===== src/rtl/dmem_pkg.sv =====
// Shared types and limits for the data-memory responder.
package dmem_pkg;

  typedef enum logic [1:0] {IDLE, WAIT, DONE} dmem_state_t;

  localparam int MAX_LATENCY = 15;
  localparam int CNT_W = $clog2(MAX_LATENCY + 1);

endpackage


===== src/rtl/dmem_array.sv =====
// Byte RAM with synchronous write and a registered, resettable read port.
module dmem_array
  import dmem_pkg::*;
#(
  parameter int NBITS = 8,
  parameter int DEPTH = 256,
  localparam int IDX_W = $clog2(DEPTH)
) (
  input  logic             clock,
  input  logic             reset,
  input  logic             we,
  input  logic             re,
  input  logic [IDX_W-1:0] idx,
  input  logic [NBITS-1:0] wdata,
  output logic [NBITS-1:0] rdata
);

  logic [NBITS-1:0] mem [DEPTH];

  // Contents survive reset; only the read register is cleared.
  always_ff @(posedge clock) begin
    if (we) mem[idx] <= wdata;
  end

  always_ff @(posedge clock or posedge reset) begin
    if (reset)   rdata <= '0;
    else if (re) rdata <= mem[idx];
  end

endmodule


===== src/rtl/dmem_responder.sv =====
// Slow-memory responder for the load/store handshake: holds busy for LATENCY
// cycles per access, completes it in a one-cycle DONE state.
module dmem_responder
  import dmem_pkg::*;
#(
  parameter int NBITS   = 8,
  parameter int DEPTH   = 256,
  parameter int LATENCY = 3
) (
  input  logic             clock,
  input  logic             reset,
  input  logic             MemRead,
  input  logic             MemWrite,
  input  logic [NBITS-1:0] addr,
  input  logic [NBITS-1:0] WriteData,
  output logic [NBITS-1:0] ReadData,
  output logic             busy,
  output logic             proto_err
);

  localparam int IDX_W = $clog2(DEPTH);
  localparam logic [CNT_W-1:0] CNT_INIT = CNT_W'(LATENCY - 1);

  generate
    if (LATENCY < 1 || LATENCY > MAX_LATENCY) begin : g_bad_latency
      $error("dmem_responder: LATENCY %0d outside 1..%0d", LATENCY, MAX_LATENCY);
    end
  endgenerate

  dmem_state_t      state;
  logic [CNT_W-1:0] cnt;
  logic             lat_write;
  logic [NBITS-1:0] lat_addr;
  logic [NBITS-1:0] lat_data;

  logic             req;
  logic             accept;
  logic             enter_done;
  logic             cur_write;
  logic [NBITS-1:0] cur_addr;
  logic [NBITS-1:0] cur_data;
  logic             mem_we;
  logic             mem_re;

  assign req    = MemRead | MemWrite;
  assign accept = (state == IDLE) && req;
  assign busy   = accept || (state == WAIT);

  // With LATENCY=1 the access completes on the accept edge, before the
  // latches hold anything, so the array is fed from the live inputs then.
  assign enter_done = !reset &&
                      ((accept && (LATENCY == 1)) ||
                       ((state == WAIT) && (cnt == CNT_W'(1))));
  assign cur_write  = (state == IDLE) ? MemWrite  : lat_write;
  assign cur_addr   = (state == IDLE) ? addr      : lat_addr;
  assign cur_data   = (state == IDLE) ? WriteData : lat_data;
  assign mem_we     = enter_done && cur_write;
  assign mem_re     = enter_done && !cur_write;

  always_ff @(posedge clock or posedge reset) begin
    if (reset) begin
      state     <= IDLE;
      cnt       <= '0;
      lat_write <= 1'b0;
      lat_addr  <= '0;
      lat_data  <= '0;
    end else begin
      case (state)
        IDLE: begin
          if (req) begin
            lat_write <= MemWrite;
            lat_addr  <= addr;
            lat_data  <= WriteData;
            cnt       <= CNT_INIT;
            state     <= (LATENCY > 1) ? WAIT : DONE;
          end
        end
        WAIT: begin
          cnt <= cnt - 1'b1;
          if (cnt == CNT_W'(1)) state <= DONE;
        end
        DONE:    state <= IDLE;
        default: state <= IDLE;
      endcase
    end
  end

  // Sticky flag: the requester must hold op and address steady while waiting.
  always_ff @(posedge clock or posedge reset) begin
    if (reset) begin
      proto_err <= 1'b0;
    end else if ((state == WAIT) &&
                 (!req || (MemWrite != lat_write) || (addr != lat_addr))) begin
      proto_err <= 1'b1;
    end
  end

  dmem_array #(
    .NBITS (NBITS),
    .DEPTH (DEPTH)
  ) u_array (
    .clock (clock),
    .reset (reset),
    .we    (mem_we),
    .re    (mem_re),
    .idx   (cur_addr[IDX_W-1:0]),
    .wdata (cur_data),
    .rdata (ReadData)
  );

endmodule

===== config.mk =====
export PLATFORM = sky130hd
export DESIGN_NAME = dmem_responder
export DESIGN_NICKNAME = d
export VERILOG_FILES = /design/src/rtl/dmem_pkg.sv /design/src/rtl/dmem_array.sv /design/src/rtl/dmem_responder.sv
export SDC_FILE = /design/constraint.sdc
export NUM_CORES = 2
export LEC_CHECK = 0
export CAP_MARGIN = 20
export CORE_ASPECT_RATIO = 0.6
export CORE_UTILIZATION = 38
export DETAILED_ROUTE_END_ITERATION = 12
export PLACE_DENSITY = 0.48
export SETUP_SLACK_MARGIN = 0.05
export SLEW_MARGIN = 20
export SYNTH_ARGS = -nofsm -noshare
export SYNTH_HDL_FRONTEND = slang
export SYNTH_HIERARCHICAL = 1
export SYNTH_SLANG_ARGS = --single-unit

===== constraint.sdc =====
create_clock -name clock -period 10.5 [get_ports clock]
set_input_delay 2.1 -clock clock [delete_from_list [all_inputs] [get_ports clock]]
set_output_delay 2.1 -clock clock [all_outputs]
set_load 0.02 [all_outputs]

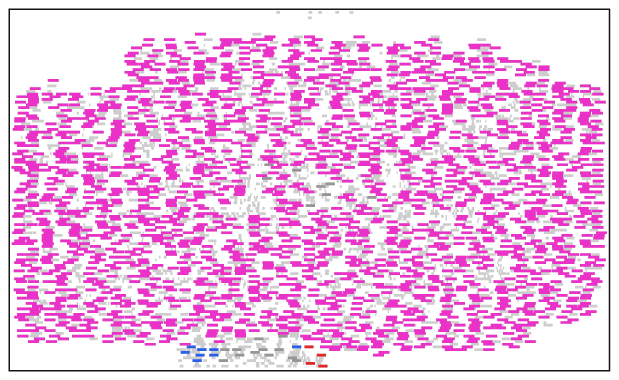
(sequential cells grouped by signal name)
Drawn at 1 px/um. Other sequential cells in the stronger gray, the rest of the logic in the fainter gray.
[`cnt`] red | sequential cells: 4 | where: bottom center
[`u_array/mem`] magenta | sequential cells: 2048 | where: spread over the die
[`lat_data`] blue | sequential cells: 8
not colored: 20
flop share of the area: 0.682
seq pwr: 10800 uW
register area: 62300 um^2
final core utilization: 0.430

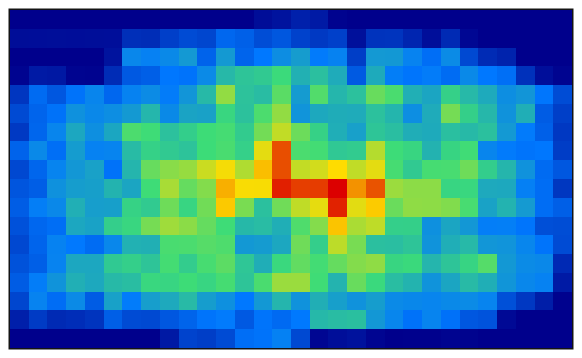
(signal metal coverage by tile)
The die is cut into 30 by 18 equal tiles; dark blue is low, red is high, scaled to the fullest tile. Values are wire area over tile area, all layers added.
densest ninth of the die: center
tiles over half the peak: 19%
emptiest ninth of the die: upper left
mean over tiles: 0.19
nearly empty tiles: 13%
Routed WL: 244000 um
DR vias: 40710
wire length per cell: 35.0 um
GRT Util Overall: 0.225

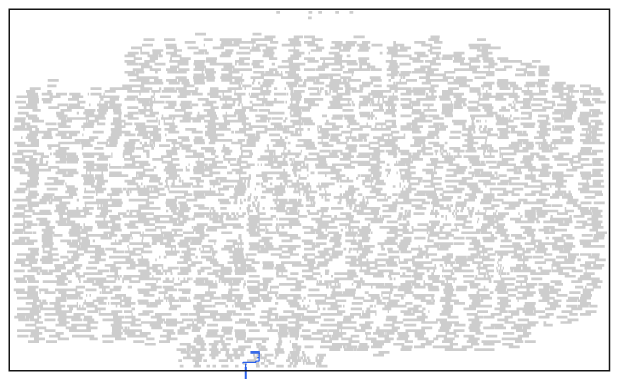
(wires at chosen ports, followed through buffers)
Drawn at 1 px/um.
[`proto_err`] blue | bits: 1 | direction: output | end cells: 1 | buffers: 1 | wire: 34.3 um

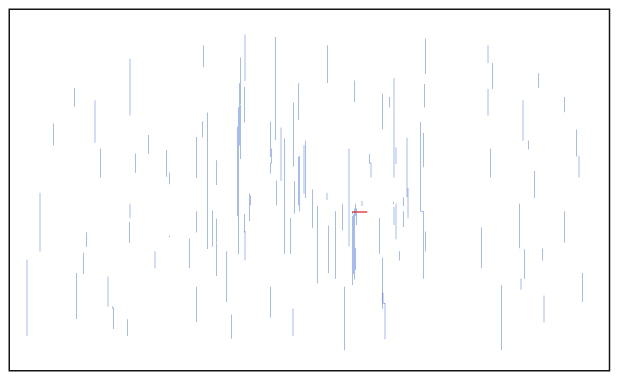
(routed metal, one color a layer)
Drawn at 1 px/um. Only two layers are drawn.
[metal 4] blue | wire length: 4470 um
[metal 5] red | wire length: 13.8 um

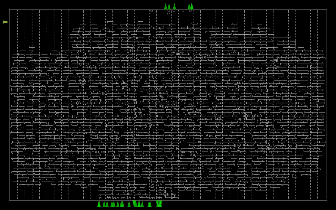
(cell outlines without signal wires)
# rows: 131
Layout Cells excl Fill: 6964
registers: 2080

==> cell families (layout without fill, tap and decap cells) <==
kind of cell	after synthesis	in the layout	share of synthesized area
AOI/OAI and AO/OA	273	273	0.0228
xor gates and xnor gates	9	9	0.000971
adders and majority gates	2	2	0.000308
other	0	6	0
DFF	2080	2080	0.767
muxes	679	679	0.162
buffers and inverters	234	511	0.0167
and+or+nand+nor	545	545	0.0296
==> layer usage <==
metal  vias up  share of wire  GRT usage
met5         -       0.000053          0
met1     22349           0.47      0.362
met3       304           0.10     0.0639
li1      16193              -          -
met2      1862           0.41      0.300
met4         2          0.018     0.0402
==> cell usage in the layout (no fill, tap or decap), types with 15 or more instances in the layout <==
master	count
nor2b_1	16
clkinv_1	44
nor2_1	279
clkbuf_1	50
mux2_2	48
clkbuf_16	203
dfrtp_1	32
o21ai_0	48
clkinv_2	28
o22ai_1	53
nand3_1	36
mux4_2	502
a31oi_1	17
nor3_1	28
nand2_1	96
a22oi_1	34
and3_1	15
edfxtp_1	2048
a21oi_1	31
mux2i_1	108
buf_4	107
clkdlybuf4s50_1	29
bufinv_16	15
==> how the worst max path moves through the flow <==
stage	startpoint	to	depth (start not counted)
4_1_cts	addr[0]	u_array/rdata[1]	10
3_3_place_gp	addr[0]	u_array/rdata[7]	10
6_report	addr[0]	u_array/rdata[1]	10
3_5_place_dp	addr[0]	u_array/rdata[1]	10
5_1_grt	addr[0]	u_array/rdata[1]	10
2_1_floorplan	addr[0]	u_array/mem[36][0]	12
==> power by group <==
group / internal [uW] / total [uW] / leakage (uW) / switching, uW
combinational: 3370 / 10500 / 0.00617 / 7170
clock: 3930 / 7010 / 0.00301 / 3080
sequential: 10700 / 10800 / 0.0188 / 85.7
==> worst reg2reg max path, delay by kind of cell, from the launching register on <==
family / cells / cell delay [ns]
AND-OR/OR-AND: 3 / 1.15
buffers and inverters: 2 / 1.30
flip-flops: 1 / 0.52
multiplexers: 2 / 1.26
AND/OR/NAND/NOR: 3 / 1.53
==> metrics by stage <==
| stage | cell area (um^2) | std cells | power (uW) | hold slack, ns | setup WS [ns] |
|---|---|---|---|---|---|
| final | 91300 | 6964 | 28400 | 0.531 | 4.14 |
| after global routing | 91300 | 6958 | 29300 | 0.543 | 3.95 |
| after CTS | 91200 | 6953 | 28500 | 0.532 | 4.10 |
| after detailed placement | 85000 | 6603 | 21500 | 0.519 | 3.21 |
| after global placement | 85000 | 6601 | 21500 | 0.504 | 2.91 |
| after floorplan | 81200 | 3822 | 17200 | 0.477 | 5.72 |
==> final cells by class <==
type                            count  area [um^2]
Fill cell                       18384       121000
Sequential cell                  2080        62300
Multi-Input combinational cell   1508        17900
Clock buffer                      258         5340
Tap cell                         2859         3580
Timing Repair Buffer              151         1370
Clock inverter                     92          810
Inverter                           10         42.5
Antenna cell                        6         15.0
==> state kept, by name, indices dropped and copies added (netlist names) <==
| register | count |
|---|---|
| u_array/rdata | 8 |
| cnt | 4 |
| lat_write | 1 |
| lat_addr | 8 |
| proto_err | 1 |
| lat_data | 8 |
| state | 2 |
| u_array/mem | 2048 |
==> flow_summary.toml <==
# yosys + openroad results
[worst_setup_path]
critPathTopFamily = "buffers and inverters"
path_cells = "clkdlybuf4s50_1, mux2_8, buf_12, buf_4, mux4_2, a22o_1, a2111oi_1, nand3_1, nand3_1, a41oi_1"
worst-r2r-setup-slack_ns = 4.57
max_stage_delay_ns = 0.74
cp_data_arrival_time_ns = 7.04
rr_worst_depth = 10
crit_top_cell = "nand3_1"
r2r_end = "u_array/rdata[1]"

[yosys]
synth_top_area_share = 0.757
common_cells = "2048 x edfxtp_1, 502 x mux4_2, 289 x nor2_1"
synth_top_cell_by_area = "edfxtp_1"
synth_chip_area_um2 = 81200
ys_cells = 3822
avgSynthCellArea_um2 = 21.3

[clocking]
ctsHoldBuffers = 0
cts_tree = "built"
cts_buffer_depth = 4
clock-sinks = 2080
cts_made_buffers = 198
post_cts_buffers = 0

[final_timing]
rsz0062_at_grt = "no"
fin_skew_ns = 0.0459
setup_viol = 0

[worst_hold_path]
min_to = "cnt[0]"

[floorplan]
io_pins = 30
fp_util = 0.382
chip_area_um2 = 216000

[run]
maxCapViolCount = 0
tool_warnings = 43

[place]
gp_congestion = 0.861
portBuffers = 29

[run_status]
outcome = "completed"

[route]
firstDrtPassIters = 7
drc_errors = 0

[power_and_ir_drop]
powerDensity_nw_per_um2 = 311
Power is estimated from default activity; no workload was simulated.
